**config.mk**
```make
export PLATFORM = sky130hd
export DESIGN_NAME = prga_decrypt_engine
export DESIGN_NICKNAME = d
export VERILOG_FILES = /design/src/rtl/rc4_pkg.sv /design/src/rtl/prga_ascii_check.sv /design/src/rtl/prga_decrypt_engine.sv
export SDC_FILE = /design/constraint.sdc
export NUM_CORES = 1
export LEC_CHECK = 0
export ABC_AREA = 1
export CAP_MARGIN = 20
export CORE_MARGIN = 2
export CORE_UTILIZATION = 30
export DETAILED_ROUTE_END_ITERATION = 6
export PLACE_DENSITY = 0.47
export REMOVE_ABC_BUFFERS = 1
export SYNTH_ARGS = -nofsm -noshare
export SYNTH_HDL_FRONTEND = slang
export SYNTH_HIERARCHICAL = 1
export SYNTH_SLANG_ARGS = --single-unit
export TNS_END_PERCENT = 50
```
**constraint.sdc**
```tcl
create_clock -name clk -period 7.4 [get_ports clk]
set_clock_uncertainty 0.05 [all_clocks]
set_input_delay 0.74 -clock clk [delete_from_list [all_inputs] [get_ports clk]]
set_output_delay 0.74 -clock clk [all_outputs]
set_load 0.005 [all_outputs]
```
**src/rtl/rc4_pkg.sv**
```systemverilog
// Shared types and constants for the RC4 PRGA decrypt engine.
package rc4_pkg;

  typedef enum logic [3:0] {
    ST_IDLE  = 4'd0,
    ST_RD_I  = 4'd1,
    ST_LAT_I = 4'd2,
    ST_RD_J  = 4'd3,
    ST_LAT_J = 4'd4,
    ST_WR_J  = 4'd5,
    ST_WR_I  = 4'd6,
    ST_RD_F  = 4'd7,
    ST_OUT   = 4'd8,
    ST_NEXT  = 4'd9,
    ST_DONE  = 4'd10
  } prga_state_t;

  localparam logic [7:0] ASCII_SPACE = 8'h20;
  localparam logic [7:0] ASCII_LO    = 8'h61;
  localparam logic [7:0] ASCII_HI    = 8'h7A;

endpackage

```
**src/rtl/prga_ascii_check.sv**
```systemverilog
// Accepts lower-case letters 'a'..'z' and the space character.
module prga_ascii_check
  import rc4_pkg::*;
(
  input  logic [7:0] i_byte,
  output logic       o_pass
);

  assign o_pass = (i_byte == ASCII_SPACE) ||
                  ((i_byte >= ASCII_LO) && (i_byte <= ASCII_HI));

endmodule

```
**src/rtl/prga_decrypt_engine.sv**
```systemverilog
// RC4 PRGA over an externally keyed S memory; XORs the keystream with a message ROM
// and writes the plaintext out, optionally stopping at the first non-text byte.
module prga_decrypt_engine
  import rc4_pkg::*;
#(
  parameter  int MSG_DEP     = 32,
  parameter  int RAM_LAT     = 1,
  parameter  int CHECK_ASCII = 1,
  localparam int AW          = (MSG_DEP > 1) ? $clog2(MSG_DEP) : 1
) (
  input  logic          clk,
  input  logic          reset,
  input  logic          start,
  output logic [7:0]    s_addr,
  output logic [7:0]    s_wdata,
  output logic          s_wren,
  input  logic [7:0]    s_rdata,
  output logic [AW-1:0] msg_addr,
  input  logic [7:0]    msg_rdata,
  output logic [AW-1:0] out_addr,
  output logic [7:0]    out_data,
  output logic          out_wren,
  output logic          busy,
  output logic          done,
  output logic          msg_ok,
  output logic [AW-1:0] fail_idx,
  output logic [3:0]    dbg_state
);

  prga_state_t   r_state;
  logic [1:0]    r_wait;
  logic [7:0]    r_i, r_j, r_si, r_sj;
  logic [AW-1:0] r_k;
  logic [7:0]    r_s_addr, r_s_wdata;
  logic          r_s_wren;
  logic [AW-1:0] r_msg_addr, r_out_addr, r_fail_idx;
  logic          r_out_wren, r_busy, r_done, r_msg_ok, r_fail;

  logic [7:0]    w_out_data;
  logic          w_pass, w_lat_done, w_last;

  assign w_out_data = s_rdata ^ msg_rdata;
  assign w_lat_done = (r_wait == 2'(RAM_LAT - 1));
  assign w_last     = (r_k == AW'(MSG_DEP - 1));

  prga_ascii_check u_ascii (
    .i_byte (w_out_data),
    .o_pass (w_pass)
  );

  always_ff @(posedge clk or posedge reset) begin
    if (reset) begin
      r_state    <= ST_IDLE;
      r_wait     <= '0;
      r_i        <= '0;
      r_j        <= '0;
      r_si       <= '0;
      r_sj       <= '0;
      r_k        <= '0;
      r_s_addr   <= '0;
      r_s_wdata  <= '0;
      r_s_wren   <= 1'b0;
      r_msg_addr <= '0;
      r_out_addr <= '0;
      r_out_wren <= 1'b0;
      r_busy     <= 1'b0;
      r_done     <= 1'b0;
      r_msg_ok   <= 1'b0;
      r_fail_idx <= '0;
      r_fail     <= 1'b0;
    end else begin
      r_s_wren   <= 1'b0;
      r_out_wren <= 1'b0;
      case (r_state)
        ST_IDLE, ST_DONE: begin
          if (start) begin
            r_state    <= ST_RD_I;
            r_i        <= 8'd1;
            r_j        <= '0;
            r_k        <= '0;
            r_wait     <= '0;
            r_s_addr   <= 8'd1;
            r_busy     <= 1'b1;
            r_done     <= 1'b0;
            r_msg_ok   <= 1'b0;
            r_fail_idx <= '0;
            r_fail     <= 1'b0;
          end
        end
        ST_RD_I: begin
          if (w_lat_done) begin
            r_wait  <= '0;
            r_state <= ST_LAT_I;
          end else begin
            r_wait <= r_wait + 2'd1;
          end
        end
        ST_LAT_I: begin
          r_si     <= s_rdata;
          r_j      <= r_j + s_rdata;
          r_s_addr <= r_j + s_rdata;
          r_state  <= ST_RD_J;
        end
        ST_RD_J: begin
          if (w_lat_done) begin
            r_wait  <= '0;
            r_state <= ST_LAT_J;
          end else begin
            r_wait <= r_wait + 2'd1;
          end
        end
        ST_LAT_J: begin
          r_sj      <= s_rdata;
          r_s_addr  <= r_j;
          r_s_wdata <= r_si;
          r_s_wren  <= 1'b1;
          r_state   <= ST_WR_J;
        end
        ST_WR_J: begin
          r_s_addr  <= r_i;
          r_s_wdata <= r_sj;
          r_s_wren  <= 1'b1;
          r_state   <= ST_WR_I;
        end
        // The keystream index uses the latched si/sj, so an i==j swap cannot disturb it.
        ST_WR_I: begin
          r_s_addr   <= r_si + r_sj;
          r_msg_addr <= r_k;
          r_state    <= ST_RD_F;
        end
        ST_RD_F: begin
          if (w_lat_done) begin
            r_wait     <= '0;
            r_out_addr <= r_k;
            r_out_wren <= 1'b1;
            r_state    <= ST_OUT;
          end else begin
            r_wait <= r_wait + 2'd1;
          end
        end
        ST_OUT: begin
          r_fail  <= (CHECK_ASCII != 0) && !w_pass;
          r_state <= ST_NEXT;
        end
        ST_NEXT: begin
          if (w_last || r_fail) begin
            r_state    <= ST_DONE;
            r_done     <= 1'b1;
            r_busy     <= 1'b0;
            r_msg_ok   <= !r_fail;
            r_fail_idx <= r_fail ? r_k : '0;
          end else begin
            r_k      <= r_k + 1'b1;
            r_i      <= r_i + 8'd1;
            r_s_addr <= r_i + 8'd1;
            r_state  <= ST_RD_I;
          end
        end
        default: r_state <= ST_IDLE;
      endcase
    end
  end

  assign s_addr    = r_s_addr;
  assign s_wdata   = r_s_wdata;
  assign s_wren    = r_s_wren;
  assign msg_addr  = r_msg_addr;
  assign out_addr  = r_out_addr;
  // Read data arrives in OUT itself, so the plaintext byte is formed combinationally there.
  assign out_data  = r_out_wren ? w_out_data : 8'd0;
  assign out_wren  = r_out_wren;
  assign busy      = r_busy;
  assign done      = r_done;
  assign msg_ok    = r_msg_ok;
  assign fail_idx  = r_fail_idx;
  assign dbg_state = r_state;

endmodule

```
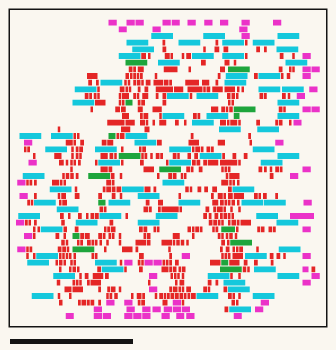
**Above:** run 1 (cell classes on the final placement).
Bar = 50 microns.
| class | color | cells | share of their area |
|---|---|---|---|
| registers | cyan | 80 | 36% |
| remaining buffers and delay cells | magenta | 68 | 12% |
| clock drivers and dummy loads | green | 16 | 5.2% |
| remaining logic cells | red | 513 | 47% |

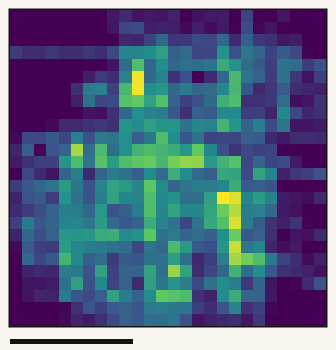
**Above:** run 1 (routed metal per tile).
Bar = 50 microns. The die is cut into 26 by 26 equal tiles; dark purple is low, yellow is high, scaled to the fullest tile. Values are wire area over tile area, all layers added.
tiles over half the peak: 16%
nearly empty tiles: 18%
mean over tiles: 0.12

==> out/metrics.cfg, run 1 <==
[run_status]
outcome=finished, final reports clean

[hold_path]
hold_depth=2
min_to=s_addr[3]$_DFFE_PP0P_
hp-start=s_addr[3]$_DFFE_PP0P_
hold_path.class=reg -> reg

[place]
dp.cells=848
place_hpwl_microns=9717
io_buffers=66
gp_congestion=0.8041
dpl_cell_area_sq_um=5522

[clock_network]
clk_pin_slew_ns=0.07
cts-root-buf=clkbuf_16
h-tree-depth=3
postCtsSetupBuffers=0
cts_made_buffers=9
clock_latency_ns=0.35
post_cts_resized=0

[finish]
seq_share=0.3427
nMultiInputCombCells=421
layout_top_cell=nand2_1
final_cell_mix=nand2_1, inv_1, dfrtp_1
inv_count=92
clk_share=0.05012
buffer_area_frac=0.1191
fin_util=0.3843
diodes=0
final_cell_area_sq_um=5842
layoutNonFillerInstCount=865
largestClassByArea=logic gates
n_all_buffers=68
clkbuf_count=9
logic_area_sq_um=2255
flops=80
final_nets=712
fillers=1573
drive_gt1_frac=0.1064

[power]
power_density_nw_per_um2=385.8
p_int_mw=1.242
pg_clk_mw=0.442
comb_power_share=0.489
top_power_group=combinational logic
seq-power_mw=0.709
pwr-share-clk=0.196
power_switching_share=0.4489
finalPower_mw=2.254
leakage_nw=2.808
seqPwrFrac=0.315

[critical_path]
cp_max_fo=4
cpMaxStageDelayCell=clkdlybuf4s50_1
reg2reg_depth=8
critPathMostFrequentCell=clkdlybuf4s50_1
worst-setup-path-type=in -> out
cp.arrival_ns=2.33
cp_slowest_stage_delay_ns=0.53
cp-end-kind=output port
r2r_end=s_addr[6]$_DFFE_PP0P_
crit_path_start=s_rdata[0]
path_buffers=3

[sta]
max_freq_mhz=320.5
rsz0062_at_grt=no
drv_slew=0
fin_crit_ns=3.120
setup_viol=0
tns_ns=0
max_slew_margin=0.4220
tightest_slew_ns=0.8649
final_hold_viol_count=0
fin_ws_ns=4.280

[global_routing]
use_met2=0.2661
gr-usage-met3=0.03326
grt_use_met1=0.2395
grt_max_degree=81
first_global_vias=4199

[routing]
final_antenna_net_count=0
top_layer=met4
wl_met1_microns=6573
route.met2.wl_microns=5873
drt_iter0_drc=224
drtPass1Iterations=5
met3_length_microns=427

[floorplanning]
nWellTaps=188
rows=45
fp_util=0.3080
dieArea_sq_um=16620
die_w_microns=128.9
ios=67

[synth]
synth_seq_share=0.4276
simple_gate_share=0.2691
compound_area_frac=0.1456
top_area_cell=dfrtp_1
ff_type=dfrtp_1
ys_sh_adder=0.05933
async_flop_share=1.000
synth-edff-count=0
ys.flops=80
yosysWarningCount=6
synth.avg_cell_area_sq_um=7.777
synth.cells.most_frequent=nand2_1, inv_1, dfrtp_1
ys_area_sq_um=4682
yosys_cells=602
area_leaders=dfrtp_1, nand2_1, o21ai_0, inv_1, ha_1
synth_xor_xnor_area_share=0.007483
most_common_cell=nand2_1
top_area_frac=0.4276
ys_types=40

[job]
drv_cap=0
warnings=26

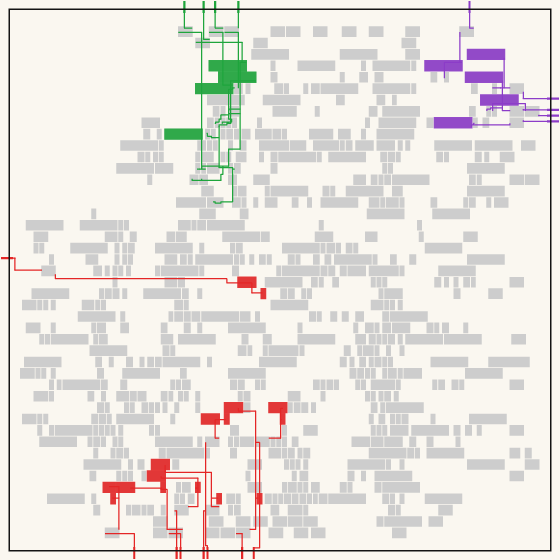
**Above:** run 1 (wires at chosen ports, followed through buffers).
| port | color | direction | end cells | buffers | wire |
|---|---|---|---|---|---|
| `dbg_state` | green | output | 4 | 4 | 237 microns |
| `s_rdata` | red | input | 16 | 8 | 291 microns |
| `out_addr` | purple | output | 5 | 5 | 87.4 microns |

==> run 1 -> run 2 <==
==> constraint.sdc (replaced) <==
create_clock -name clk -period 3.1 [get_ports clk]
set_clock_uncertainty 0.05 [all_clocks]
set_input_delay 0.31 -clock clk [delete_from_list [all_inputs] [get_ports clk]]
set_output_delay 0.31 -clock clk [all_outputs]
set_load 0.005 [all_outputs]
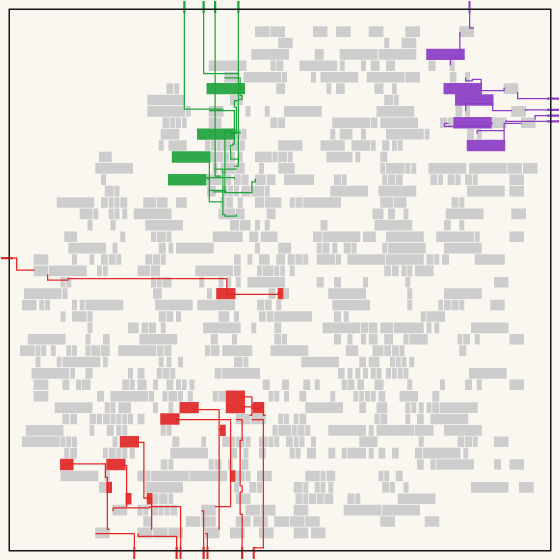
**Above:** run 2 (wires at chosen ports, followed through buffers).
| port | color | direction | end cells | buffers | wire |
|---|---|---|---|---|---|
| `dbg_state` | green | output | 4 | 4 | 255 microns |
| `s_rdata` | red | input | 16 | 8 | 358 microns |
| `out_addr` | purple | output | 5 | 5 | 101 microns |
I/O pins: 67
Port Buffers: 66

==> run 2 against run 1 <==
  * Die area unchanged
  * Worst setup slack got worse by 3.5 ns
  * Hold slack worse by 0.073 ns
  * Area after synthesis did not move
  * Sequential power rose by 140%
  * First-iteration DRC count is 7.6% lower
  * Sequential share of layout area grew 0.081 points
  * Total power grew 140%
  * Critical path type unchanged
  * Largest power group unchanged
==> out/metrics.cfg, run 2 <==
[job]
warnings=26  ; unchanged
drv_cap=0  ; unchanged

[synth]
synth.avg_cell_area_sq_um=7.777  ; unchanged
ff_type=dfrtp_1  ; unchanged
yosys_cells=602  ; unchanged
synth-edff-count=0  ; unchanged
area_leaders=dfrtp_1, nand2_1, o21ai_0, inv_1, ha_1  ; unchanged
synth.cells.most_frequent=nand2_1, inv_1, dfrtp_1  ; unchanged
top_area_cell=dfrtp_1  ; unchanged
top_area_frac=0.4276  ; unchanged
yosysWarningCount=6  ; unchanged
synth_seq_share=0.4276  ; unchanged
synth_xor_xnor_area_share=0.007483  ; unchanged
async_flop_share=1.000  ; unchanged
compound_area_frac=0.1456  ; unchanged
ys_area_sq_um=4682  ; unchanged
simple_gate_share=0.2691  ; unchanged

[critical_path]
crit_path_start=s_rdata[0]  ; unchanged
cpMaxStageDelayCell=clkdlybuf4s50_1  ; unchanged
critPathMostFrequentCell=clkdlybuf4s50_1  ; unchanged
cp_max_fo=4  ; unchanged
cp_slowest_stage_delay_ns=0.55  ; was 0.53 ns
reg2reg_depth=8  ; unchanged
cp-end-kind=output port  ; unchanged
path_buffers=3  ; unchanged
worst-setup-path-type=in -> out  ; unchanged

[power]
power_density_nw_per_um2=915.5  ; was 385.8 nW/um^2
finalPower_mw=5.336  ; was 2.254 mW
top_power_group=combinational logic  ; unchanged
comb-power_mw=2.64  ; was 1.10 mW
leakage_nw=2.798  ; was 2.808 nW
p_int_mw=2.966  ; was 1.242 mW
seq-power_mw=1.67  ; was 0.709 mW
power_switching_share=0.4441  ; was 0.4489
pwr-share-clk=0.192  ; was 0.196
pg_clk_mw=1.03  ; was 0.442 mW
seqPwrFrac=0.312  ; was 0.315

[floorplanning]
fp_util=0.3080  ; unchanged
dieArea_sq_um=16620  ; unchanged
nWellTaps=188  ; unchanged
rows=45  ; unchanged

[sta]
drv_slew=0  ; unchanged
setup_viol=0  ; unchanged
fin_crit_ns=2.306
rsz0062_at_grt=no  ; unchanged
max_freq_mhz=433.7
fin_ws_ns=0.7941  ; was 4.280 ns
max_slew_margin=0.4339  ; was 0.4220
tns_ns=0  ; unchanged
final_hold_viol_count=0  ; unchanged
tightest_slew_ns=0.8471  ; was 0.8649 ns

[finish]
layoutNonFillerInstCount=866  ; was 865
diodes=0  ; unchanged
drive_gt1_frac=0.1077  ; was 0.1064
clk_share=0.04787  ; was 0.05012
layout_top_cell=nand2_1  ; unchanged
clkbuf_count=9  ; unchanged
logic_area_sq_um=2255  ; unchanged
final_cell_area_sq_um=5828  ; was 5842 sq um
buffer_area_frac=0.1194  ; was 0.1191
fin_util=0.3834  ; was 0.3843
largestClassByArea=logic gates  ; unchanged
final_nets=713  ; was 712
seq_share=0.3435  ; was 0.3427
fillers=1610  ; was 1573

[clock_network]
h-tree-depth=3  ; unchanged
clock_latency_ns=0.35  ; about the same
post_cts_resized=0  ; unchanged
postCtsSetupBuffers=0  ; unchanged
cts-root-buf=clkbuf_16  ; unchanged

[hold_path]
hold_path.class=in -> async  ; was reg -> reg

[place]
place_hpwl_microns=9898  ; was 9717 microns
dpl_cell_area_sq_um=5549  ; was 5522 sq um
gp_congestion=0.8507  ; was 0.8041
dp.cells=850  ; was 848

[global_routing]
use_met2=0.2658  ; was 0.2661
gr-usage-met3=0.02744  ; was 0.03326
grt_use_met1=0.2420  ; was 0.2395
grt_max_degree=44  ; was 81

[run_status]
outcome=finished, final reports clean  ; unchanged

[routing]
drtPass1Iterations=4  ; was 5
final_antenna_net_count=0  ; unchanged
wl_met1_microns=6554  ; was 6573 microns
met3_length_microns=401  ; was 427 microns

No activity file was given, so power comes from the tool's default toggle rates.
